--- config.mk ---
export PLATFORM = sky130hd
export DESIGN_NAME = layer_progress_tracker
export DESIGN_NICKNAME = d
export VERILOG_FILES = /design/src/rtl/accel_pkg.sv /design/src/rtl/phase_target_calc.sv /design/src/rtl/layer_progress_tracker.sv
export SDC_FILE = /design/constraint.sdc
export NUM_CORES = 1
export LEC_CHECK = 0
export ABC_AREA = 1
export ABC_CLOCK_PERIOD_IN_PS = 13700
export CAP_MARGIN = 20
export CORE_ASPECT_RATIO = 1.25
export CORE_MARGIN = 1
export CORE_UTILIZATION = 45
export CTS_BUF_LIST = sky130_fd_sc_hd__clkbuf_4
export CTS_CLUSTER_SIZE = 10
export DETAILED_ROUTE_END_ITERATION = 10
export GPL_ROUTABILITY_DRIVEN = 0
export GPL_TIMING_DRIVEN = 0
export HOLD_SLACK_MARGIN = 0.02
export SETUP_SLACK_MARGIN = 0.15
export SLEW_MARGIN = 15
export SYNTH_ARGS = -nofsm -noshare
export SYNTH_HDL_FRONTEND = slang
export SYNTH_SLANG_ARGS = --single-unit
--- constraint.sdc ---
create_clock -name clk -period 13.7 [get_ports clk]
set_input_delay 1.37 -clock clk [delete_from_list [all_inputs] [get_ports clk]]
set_output_delay 1.37 -clock clk [all_outputs]
set_load 0.1 [all_outputs]
--- src/rtl/accel_pkg.sv ---
// Shared definitions for the accelerator layer sequencing: phase encoding,
// layer-to-phase mapping and default lengths of the fixed-size layers.
package accel_pkg;

  typedef enum logic [2:0] {
    PH_IDLE  = 3'd0,
    PH_INIT  = 3'd1,
    PH_DEPTH = 3'd2,
    PH_POINT = 3'd3,
    PH_POOL  = 3'd4,
    PH_FLAT  = 3'd5,
    PH_FC1   = 3'd6,
    PH_FC2   = 3'd7
  } phase_e;

  typedef enum logic {
    ST_COUNTING = 1'b0,
    ST_FIRED    = 1'b1
  } track_state_e;

  localparam int unsigned PROG_W = 20;

  localparam logic [3:0] LAYER_FLAT = 4'd12;
  localparam logic [3:0] LAYER_FC1  = 4'd13;
  localparam logic [3:0] LAYER_FC2  = 4'd14;

  localparam int unsigned FLAT_LEN_DEFAULT = 1024;
  localparam int unsigned FC1_LEN_DEFAULT  = 128;
  localparam int unsigned FC2_LEN_DEFAULT  = 10;

  // Layers 0..11 repeat the conv group INIT/DEPTH/POINT/POOL three times.
  function automatic phase_e layer_to_phase(input logic [3:0] layer);
    phase_e ph;
    ph = PH_IDLE;
    if (layer < LAYER_FLAT) begin
      case (layer[1:0])
        2'd0:    ph = PH_INIT;
        2'd1:    ph = PH_DEPTH;
        2'd2:    ph = PH_POINT;
        default: ph = PH_POOL;
      endcase
    end else if (layer == LAYER_FLAT) begin
      ph = PH_FLAT;
    end else if (layer == LAYER_FC1) begin
      ph = PH_FC1;
    end else if (layer == LAYER_FC2) begin
      ph = PH_FC2;
    end
    return ph;
  endfunction

endpackage

--- src/rtl/phase_target_calc.sv ---
// Combinational element-count target for the current phase, computed from the
// layer geometry and clamped to the 20-bit progress range.
module phase_target_calc
  import accel_pkg::*;
#(
  parameter int unsigned FLAT_LEN = FLAT_LEN_DEFAULT,
  parameter int unsigned FC1_LEN  = FC1_LEN_DEFAULT,
  parameter int unsigned FC2_LEN  = FC2_LEN_DEFAULT
) (
  input  logic [2:0]        phase,
  input  logic [7:0]        input_size,
  input  logic [7:0]        output_size,
  input  logic [7:0]        input_channel,
  input  logic [7:0]        output_channel,
  output logic [PROG_W-1:0] target
);

  logic [15:0] out_sq;
  logic [13:0] half_sq;
  logic [23:0] wide;

  assign out_sq  = 16'(output_size) * 16'(output_size);
  assign half_sq = 14'(output_size >> 1) * 14'(output_size >> 1);

  // NOTE: every variable written in always_comb gets a default first, so no path can infer a latch.
  always_comb begin
    wide = '0;
    case (phase_e'(phase))
      PH_INIT:  wide = 24'(input_size) * 24'd3;
      PH_DEPTH: wide = 24'(out_sq) * 24'(input_channel);
      PH_POINT: wide = 24'(out_sq) * 24'(output_channel);
      PH_POOL:  wide = 24'(half_sq) * 24'(output_channel);
      PH_FLAT:  wide = 24'(FLAT_LEN);
      PH_FC1:   wide = 24'(FC1_LEN);
      PH_FC2:   wide = 24'(FC2_LEN);
      default:  wide = '0;
    endcase
  end

  // Geometries beyond the 20-bit range saturate rather than wrap.
  assign target = (wide > 24'hF_FFFF) ? 20'hF_FFFF : wide[PROG_W-1:0];

endmodule

--- src/rtl/layer_progress_tracker.sv ---
// Counts produced elements per sequencer phase and pulses that phase's done
// output once the geometry-derived target is reached. Optional watchdog: PROGRESS_TIMEOUT_EN.
module layer_progress_tracker
  import accel_pkg::*;
#(
  parameter int unsigned FLAT_LEN       = FLAT_LEN_DEFAULT,
  parameter int unsigned FC1_LEN        = FC1_LEN_DEFAULT,
  parameter int unsigned FC2_LEN        = FC2_LEN_DEFAULT,
  parameter int unsigned TIMEOUT_CYCLES = 65535
) (
  input  logic              clk,
  input  logic              rst,
  input  logic [3:0]        layer,
  input  logic [7:0]        input_size,
  input  logic [7:0]        output_size,
  input  logic [7:0]        input_channel,
  input  logic [7:0]        output_channel,
  input  logic              in_valid,
  input  logic              depth_valid,
  input  logic              point_valid,
  input  logic              pool_valid,
  input  logic              flat_valid,
  input  logic              fc_valid,
  output logic              init_buffer_done,
  output logic              depth_done,
  output logic              point_done,
  output logic              POOL_done,
  output logic              flatten_done,
  output logic              fc1_done,
  output logic              fc2_done,
  output logic [2:0]        phase,
  output logic [PROG_W-1:0] progress,
  output logic              stall_err
);

  phase_e            cur_phase, phase_q;
  track_state_e      state_q, state_d, st_eff;
  logic [PROG_W-1:0] target, progress_q, progress_d, base;
  logic [PROG_W:0]   sum;
  logic [6:0]        done_q, done_d;
  logic [3:0]        prev_layer_q;
  logic              strobe, layer_change;

  assign cur_phase    = layer_to_phase(layer);
  assign layer_change = (layer != prev_layer_q);

  phase_target_calc #(
    .FLAT_LEN (FLAT_LEN),
    .FC1_LEN  (FC1_LEN),
    .FC2_LEN  (FC2_LEN)
  ) u_target (
    .phase          (cur_phase),
    .input_size     (input_size),
    .output_size    (output_size),
    .input_channel  (input_channel),
    .output_channel (output_channel),
    .target         (target)
  );

  always_comb begin
    strobe = 1'b0;
    case (cur_phase)
      PH_INIT:         strobe = in_valid;
      PH_DEPTH:        strobe = depth_valid;
      PH_POINT:        strobe = point_valid;
      PH_POOL:         strobe = pool_valid;
      PH_FLAT:         strobe = flat_valid;
      PH_FC1, PH_FC2:  strobe = fc_valid;
      default:         strobe = 1'b0;
    endcase
  end

  // A layer change restarts counting in the same cycle, so its strobe is element one.
  always_comb begin
    base       = layer_change ? '0 : progress_q;
    st_eff     = layer_change ? ST_COUNTING : state_q;
    progress_d = base;
    state_d    = st_eff;
    done_d     = '0;
    sum        = {1'b0, base} + (PROG_W + 1)'(strobe);
    if (st_eff == ST_COUNTING && cur_phase != PH_IDLE) begin
      if (sum >= {1'b0, target}) begin
        progress_d = target;
        state_d    = ST_FIRED;
        done_d     = 7'b1 << (3'(cur_phase) - 3'd1);
      end else begin
        progress_d = sum[PROG_W-1:0];
      end
    end
  end

  // NOTE: sequential state uses non-blocking assignments so all registers update from pre-edge values.
  always_ff @(posedge clk) begin
    if (rst) begin
      prev_layer_q <= '0;
      progress_q   <= '0;
      state_q      <= ST_COUNTING;
      done_q       <= '0;
      phase_q      <= PH_IDLE;
    end else begin
      prev_layer_q <= layer;
      progress_q   <= progress_d;
      state_q      <= state_d;
      done_q       <= done_d;
      phase_q      <= cur_phase;
    end
  end

  assign init_buffer_done = done_q[0];
  assign depth_done       = done_q[1];
  assign point_done       = done_q[2];
  assign POOL_done        = done_q[3];
  assign flatten_done     = done_q[4];
  assign fc1_done         = done_q[5];
  assign fc2_done         = done_q[6];
  assign phase            = phase_q;
  assign progress         = progress_q;

`ifdef PROGRESS_TIMEOUT_EN
  logic [31:0] idle_cnt_q;
  logic        stall_q;
  logic        counted;

  assign counted = strobe && (st_eff == ST_COUNTING) && (cur_phase != PH_IDLE);

  // Only an unfinished, non-idle phase can stall; a fired phase is waiting on the sequencer.
  always_ff @(posedge clk) begin
    if (rst) begin
      idle_cnt_q <= '0;
      stall_q    <= 1'b0;
    end else if (layer_change || counted) begin
      idle_cnt_q <= '0;
    end else if (st_eff == ST_COUNTING && cur_phase != PH_IDLE && !stall_q) begin
      idle_cnt_q <= idle_cnt_q + 32'd1;
      if (idle_cnt_q + 32'd1 >= TIMEOUT_CYCLES) stall_q <= 1'b1;
    end
  end

  assign stall_err = stall_q;
`else
  assign stall_err = 1'b0 & (TIMEOUT_CYCLES == 0);
`endif

endmodule

Run 1, clock routing:
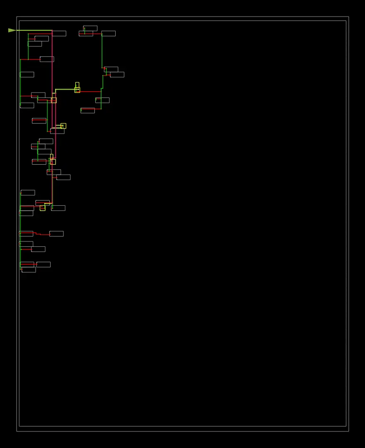
Max Clock Skew: 12.82 ps
clock sinks: 35
count of flip-flops and latches: 35

Run 1, placed cells, one colour a class:
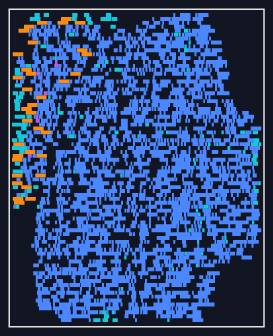
- purple: clock drivers and dummy loads (cells 7; share of their area 0.26%)
- blue: all other logic (cells 2447; share of their area 91%)
- cyan: other buffers and delay cells (cells 123; share of their area 5.1%)
- orange: flip-flops (cells 35; share of their area 3.9%)
Finished Cell Area: 18480 um^2
sequential portion of the cell area: 3.791%
Core Region: 37260 um^2

==> flow_summary.toml, run 1 <==
# generated from flow reports
[cells_and_area]
nFillCells = 3856
logic_gates = 1833
syn_to_final_growth_pct = 8.267

[synthesis]
async_flop_share_pct = 0
synth.mux.area_fraction_pct = 0
ys_seq_share_pct = 4.104
ys_chip_area_um2 = 17070
netlist_area_um2 = 17070
fa_ha_area_share_pct = 44.78
yosys_most_used_dff = "sky130_fd_sc_hd__dfxtp_1"
netlist_instances = 2536
post-synth-top-area-fraction_pct = 29.31
ys.warnings.count = 0

[setup_path]
worst_path_buf_inv = 12
cp_top_family = "adder cells"
timing.reg2reg.setup_slack_ps = 8970
critical_path.reg2reg.endpoint = "progress[6]"
timing_worst_setup_path_type = "primary input to flip-flop"
critPathCaptureType = "flip-flop"
startpoint_of_the_lowest_slack_register_to_register_path = "prev_layer_q[0]"

[routing]
highest_layer = "met4"
route.detailed.vias_per_inst = 5.124

[final_timing]
finalHoldViolCount = 0
final_max_slew_viol_count = 0

[placed_design]
port_buffers = 63
postPlaceCellArea_um2 = 18310

[clock_network]
buffers_from_clock_root_to_sink_at_most = 2
clk-insertion-delay-late_ps = 350
tritoncts = "built"
htreeDepth = 2

[run]
log.warning_count = 33
drv.max_cap_violation_count = 0

[global_route]
grt_usage_pct = 27.99
grt_use_met2_pct = 50.09

[outcome]
status = "finished clean"

[worst_hold_path]
whs_path_depth = 2

[floorplan]
floorplan.rows = 79
Run 1, clock distribution:
Bar = 50 um.
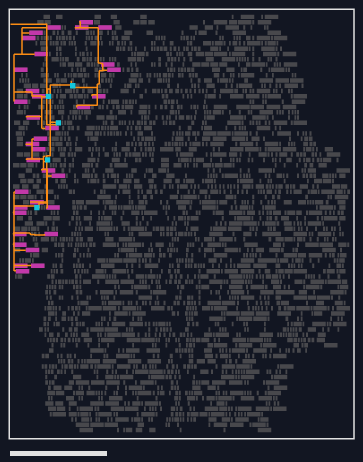
- orange: clock wires (length 532 um)
- magenta: flip-flops (count 35)
- cyan: cells driving clock nets (count 5)
- routed clock nets: 6

-- run 1: state kept, by name, indices dropped and copies added, names as in the netlist --
| name | flops |
|---|---|
| done_q | 7 |
| phase | 3 |
| progress | 20 |
| state_q | 1 |
| prev_layer_q | 4 |
-- run 1: metrics by stage --
stage | worst slack (ps) | utilization [%] | setup TNS [ps] | instances
after CTS | 355.2 | 49.30 | 0 | 3092
after floorplan | 2759 | - | 0 | 2536
after global routing | 169.7 | 49.60 | 0 | 3098
final | 820.3 | 49.60 | 0 | 3098
after detailed placement | -345.1 | 49.14 | -5536 | 3085
after global placement | -233.0 | 49.14 | -2357 | 3085
-- run 1: logic make-up after synthesis --
kind of cell	count (synthesis)
other	1
AOI/OAI and AO/OA	216
DFF	35
buffers and inverters	668
adders and majority gates	461
xor gates and xnor gates	40
and+or+nand+nor	1115
## Run 2: what changed since run 1
--- a/config.mk
+++ b/config.mk
@@ -7,7 +7,7 @@
 export LEC_CHECK = 0
 export ABC_AREA = 1
 export ABC_CLOCK_PERIOD_IN_PS = 13700
-export CAP_MARGIN = 20
+export CAP_MARGIN = 0
 export CORE_ASPECT_RATIO = 1.25
 export CORE_MARGIN = 1
 export CORE_UTILIZATION = 45
Run 2, placed cells, one colour a class:
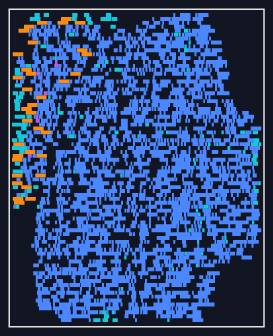
- purple: clock drivers and dummy loads (cells 7; share of their area 0.26%)
- blue: all other logic (cells 2447; share of their area 91%)
- cyan: other buffers and delay cells (cells 123; share of their area 5.1%)
- orange: flip-flops (cells 35; share of their area 3.9%)

Run 2, signal wires on met4:
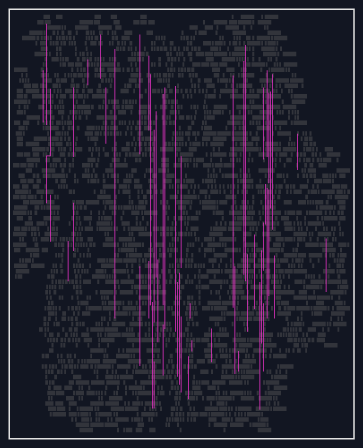
- share of all routed wire: 5.5%
- nets with wire on the layer: 47
- wire length on this layer: 2830 um
- main direction: vertical

Run 2, clock distribution:
Bar = 50 um.
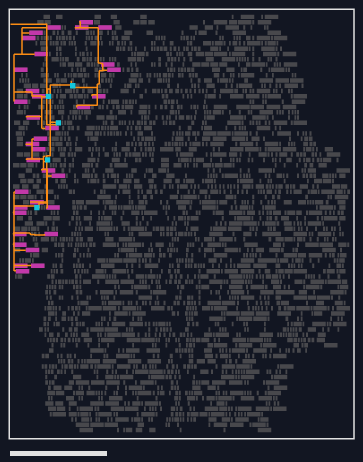
- cyan: cells driving clock nets (count 5)
- magenta: flip-flops (count 35)
- orange: clock wires (length 532 um)
- routed clock nets: 6

==> run 2 against run 1 <==
Synthesized area unchanged. Critical endpoint unchanged. Wire length is the same. Via count unchanged. Critical path type unchanged. Final cell count unchanged.
==> flow_summary.toml, run 2 <==
# generated from flow reports
[outcome]
status = "finished clean"

[synthesis]
netlist_area_um2 = 17070
fa_ha_area_share_pct = 44.78
ys_chip_area_um2 = 17070
synth.mux.area_fraction_pct = 0
ys_seq_share_pct = 4.104

[final_timing]
finalHoldViolCount = 0
clock_skew_ps = 12.82
setup-tns-final_ps = 0
final_critical_path_setup_slack_ps = 820.3
final_max_slew_viol_count = 0

[placed_design]
post-place-ws_ps = -345.1
postPlaceCellArea_um2 = 18310

[setup_path]
critical_path.reg2reg.endpoint = "progress[6]"
startpoint_of_the_lowest_slack_register_to_register_path = "prev_layer_q[0]"
critPathCaptureType = "flip-flop"

[routing]
highest_layer = "met4"

[global_route]
grt_usage_pct = 27.99

[clock_network]
htreeDepth = 2
buffers_from_clock_root_to_sink_at_most = 2
tritoncts = "built"
cts_sinks = 35
clk-insertion-delay-late_ps = 350

[cells_and_area]
seq_cells = 35
## run 2: cell counts after synthesis
Identical to the previous run, type by type.
## run 2: critical path: cells and delay by family
kind / cells / cell delay [ps]
buffers and inverters: 12 / 1970
and+or+nand+nor: 21 / 2370
adders and majority gates: 11 / 5220
AOI/OAI and AO/OA: 9 / 1780
xor gates and xnor gates: 1 / 410
## run 2: worst min-delay path by stage
stage / start / endpoint / depth (start not counted)
6_report: state_q / state_q / 2
5_1_grt: state_q / state_q / 2
4_1_cts: state_q / state_q / 2
2_1_floorplan: state_q / state_q / 2
3_3_place_gp: state_q / state_q / 2
3_5_place_dp: state_q / state_q / 2
## run 2: timing repair
item                                    4_1_cts  5_1_grt
endpoints found under the setup margin       13       28
endpoints found under the hold margin         0        0
setup buffers                                 0        6
pin swaps                                     0        2
gates resized                                 2       20
## Run 3: what changed since run 2
--- a/config.mk
+++ b/config.mk
@@ -18,6 +18,7 @@
 export GPL_TIMING_DRIVEN = 0
 export HOLD_SLACK_MARGIN = 0.02
 export SETUP_SLACK_MARGIN = 0.15
+export SKIP_LAST_GASP = 1
 export SLEW_MARGIN = 15
 export SYNTH_ARGS = -nofsm -noshare
 export SYNTH_HDL_FRONTEND = slang
Run 3, signal wires on met4:
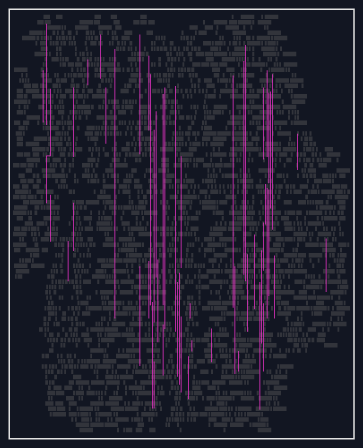
- main direction: vertical
- share of all routed wire: 5.5%
- longest straight run: 138 um
- nets with wire on the layer: 47
- wire length on this layer: 2830 um
vias after detailed routing: 15870
Total Routed Length: 51280 um

Run 3, signal metal coverage by tile:
The die is cut into 18 by 22 equal tiles; dark blue is low, red is high, scaled to the fullest tile. Values are wire area over tile area, all layers added.
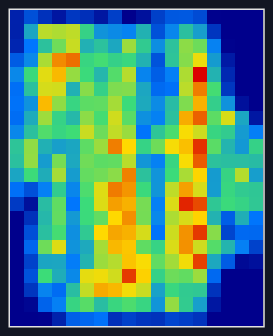
- nearly empty tiles: 11%
- fullest tile: 0.52
- mean over tiles: 0.21
- tiles over half the peak: 37%
detail-routed net length per standard cell: 16.55 um
global-route usage over all layers: 27.99%

Run 3, placed cells, one colour a class:
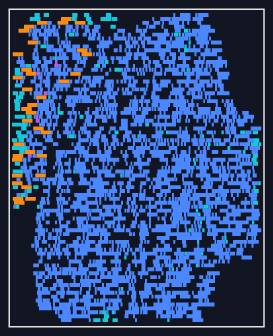
- blue: all other logic (cells 2447; share of their area 91%)
- orange: flip-flops (cells 35; share of their area 3.9%)
- cyan: other buffers and delay cells (cells 123; share of their area 5.1%)
- purple: clock drivers and dummy loads (cells 7; share of their area 0.26%)
post-route core utilization: 49.60%
row count: 79

==> run 3 against run 2 <==
Critical endpoint unchanged. Via count unchanged. Sequential cell count unchanged. Clock skew unchanged. Highest routed layer unchanged.
==> flow_summary.toml, run 3 <==
# generated from flow reports
[worst_hold_path]
timing.hold.worst.start = "state_q"

[synthesis]
yosys_most_used_dff = "sky130_fd_sc_hd__dfxtp_1"
fa_ha_area_share_pct = 44.78
async_flop_share_pct = 0
synth.mux.area_fraction_pct = 0
ys.warnings.count = 0
ys_chip_area_um2 = 17070
ys_seq_share_pct = 4.104
post-synth-top-area-fraction_pct = 29.31
netlist_area_um2 = 17070

[final_timing]
finalHoldViolCount = 0
final_critical_path_setup_slack_ps = 820.3
clock_skew_ps = 12.82
final_max_slew_viol_count = 0

[setup_path]
timing_worst_setup_path_type = "primary input to flip-flop"
startpoint_of_the_lowest_slack_register_to_register_path = "prev_layer_q[0]"
critPathCaptureType = "flip-flop"
worst_path_buf_inv = 12
cp_top_family = "adder cells"

[clock_network]
cts_repair_resize_count = 2
tritoncts = "built"
post_cts_repair_timing_setup_buffer_count = 0
clk-insertion-delay-late_ps = 350
buffers_from_clock_root_to_sink_at_most = 2
cts_sinks = 35

[routing]
route.detailed.vias_per_inst = 5.124

[run]
log.warning_count = 33

[cells_and_area]
seq_cells = 35
nFillCells = 3856
syn_to_final_growth_pct = 8.267
sequential_portion_of_the_cell_area_pct = 3.791

[floorplan]
coreArea_um2 = 37260

[placed_design]
port_buffers = 63
post-place-ws_ps = -345.1

[outcome]
status = "finished clean"
-- run 3: metrics by stage --
stage | setup TNS, ps | cells | util (%) | area, um^2 | hold slack, ps
5_1_grt | 0 | 3098 | 49.60 | 18480 | 536.4
2_1_floorplan | 0 | 2536 | - | 17070 | 469.6
4_1_cts | 0 | 3092 | 49.30 | 18370 | 499.7
3_3_place_gp | -2357 | 3085 | 49.14 | 18310 | 489.7
3_5_place_dp | -5536 | 3085 | 49.14 | 18310 | 485.9
6_report | 0 | 3098 | 49.60 | 18480 | 500.2
-- run 3: routing by layer --
layer	vias to the layer above	wire length, um	global-route usage, %
met5	-	0	0
met4	0	2832	13.48
met3	118	2027	1.277
met2	438	25350	50.09
met1	7560	21070	34.32
li1	7757	-	-
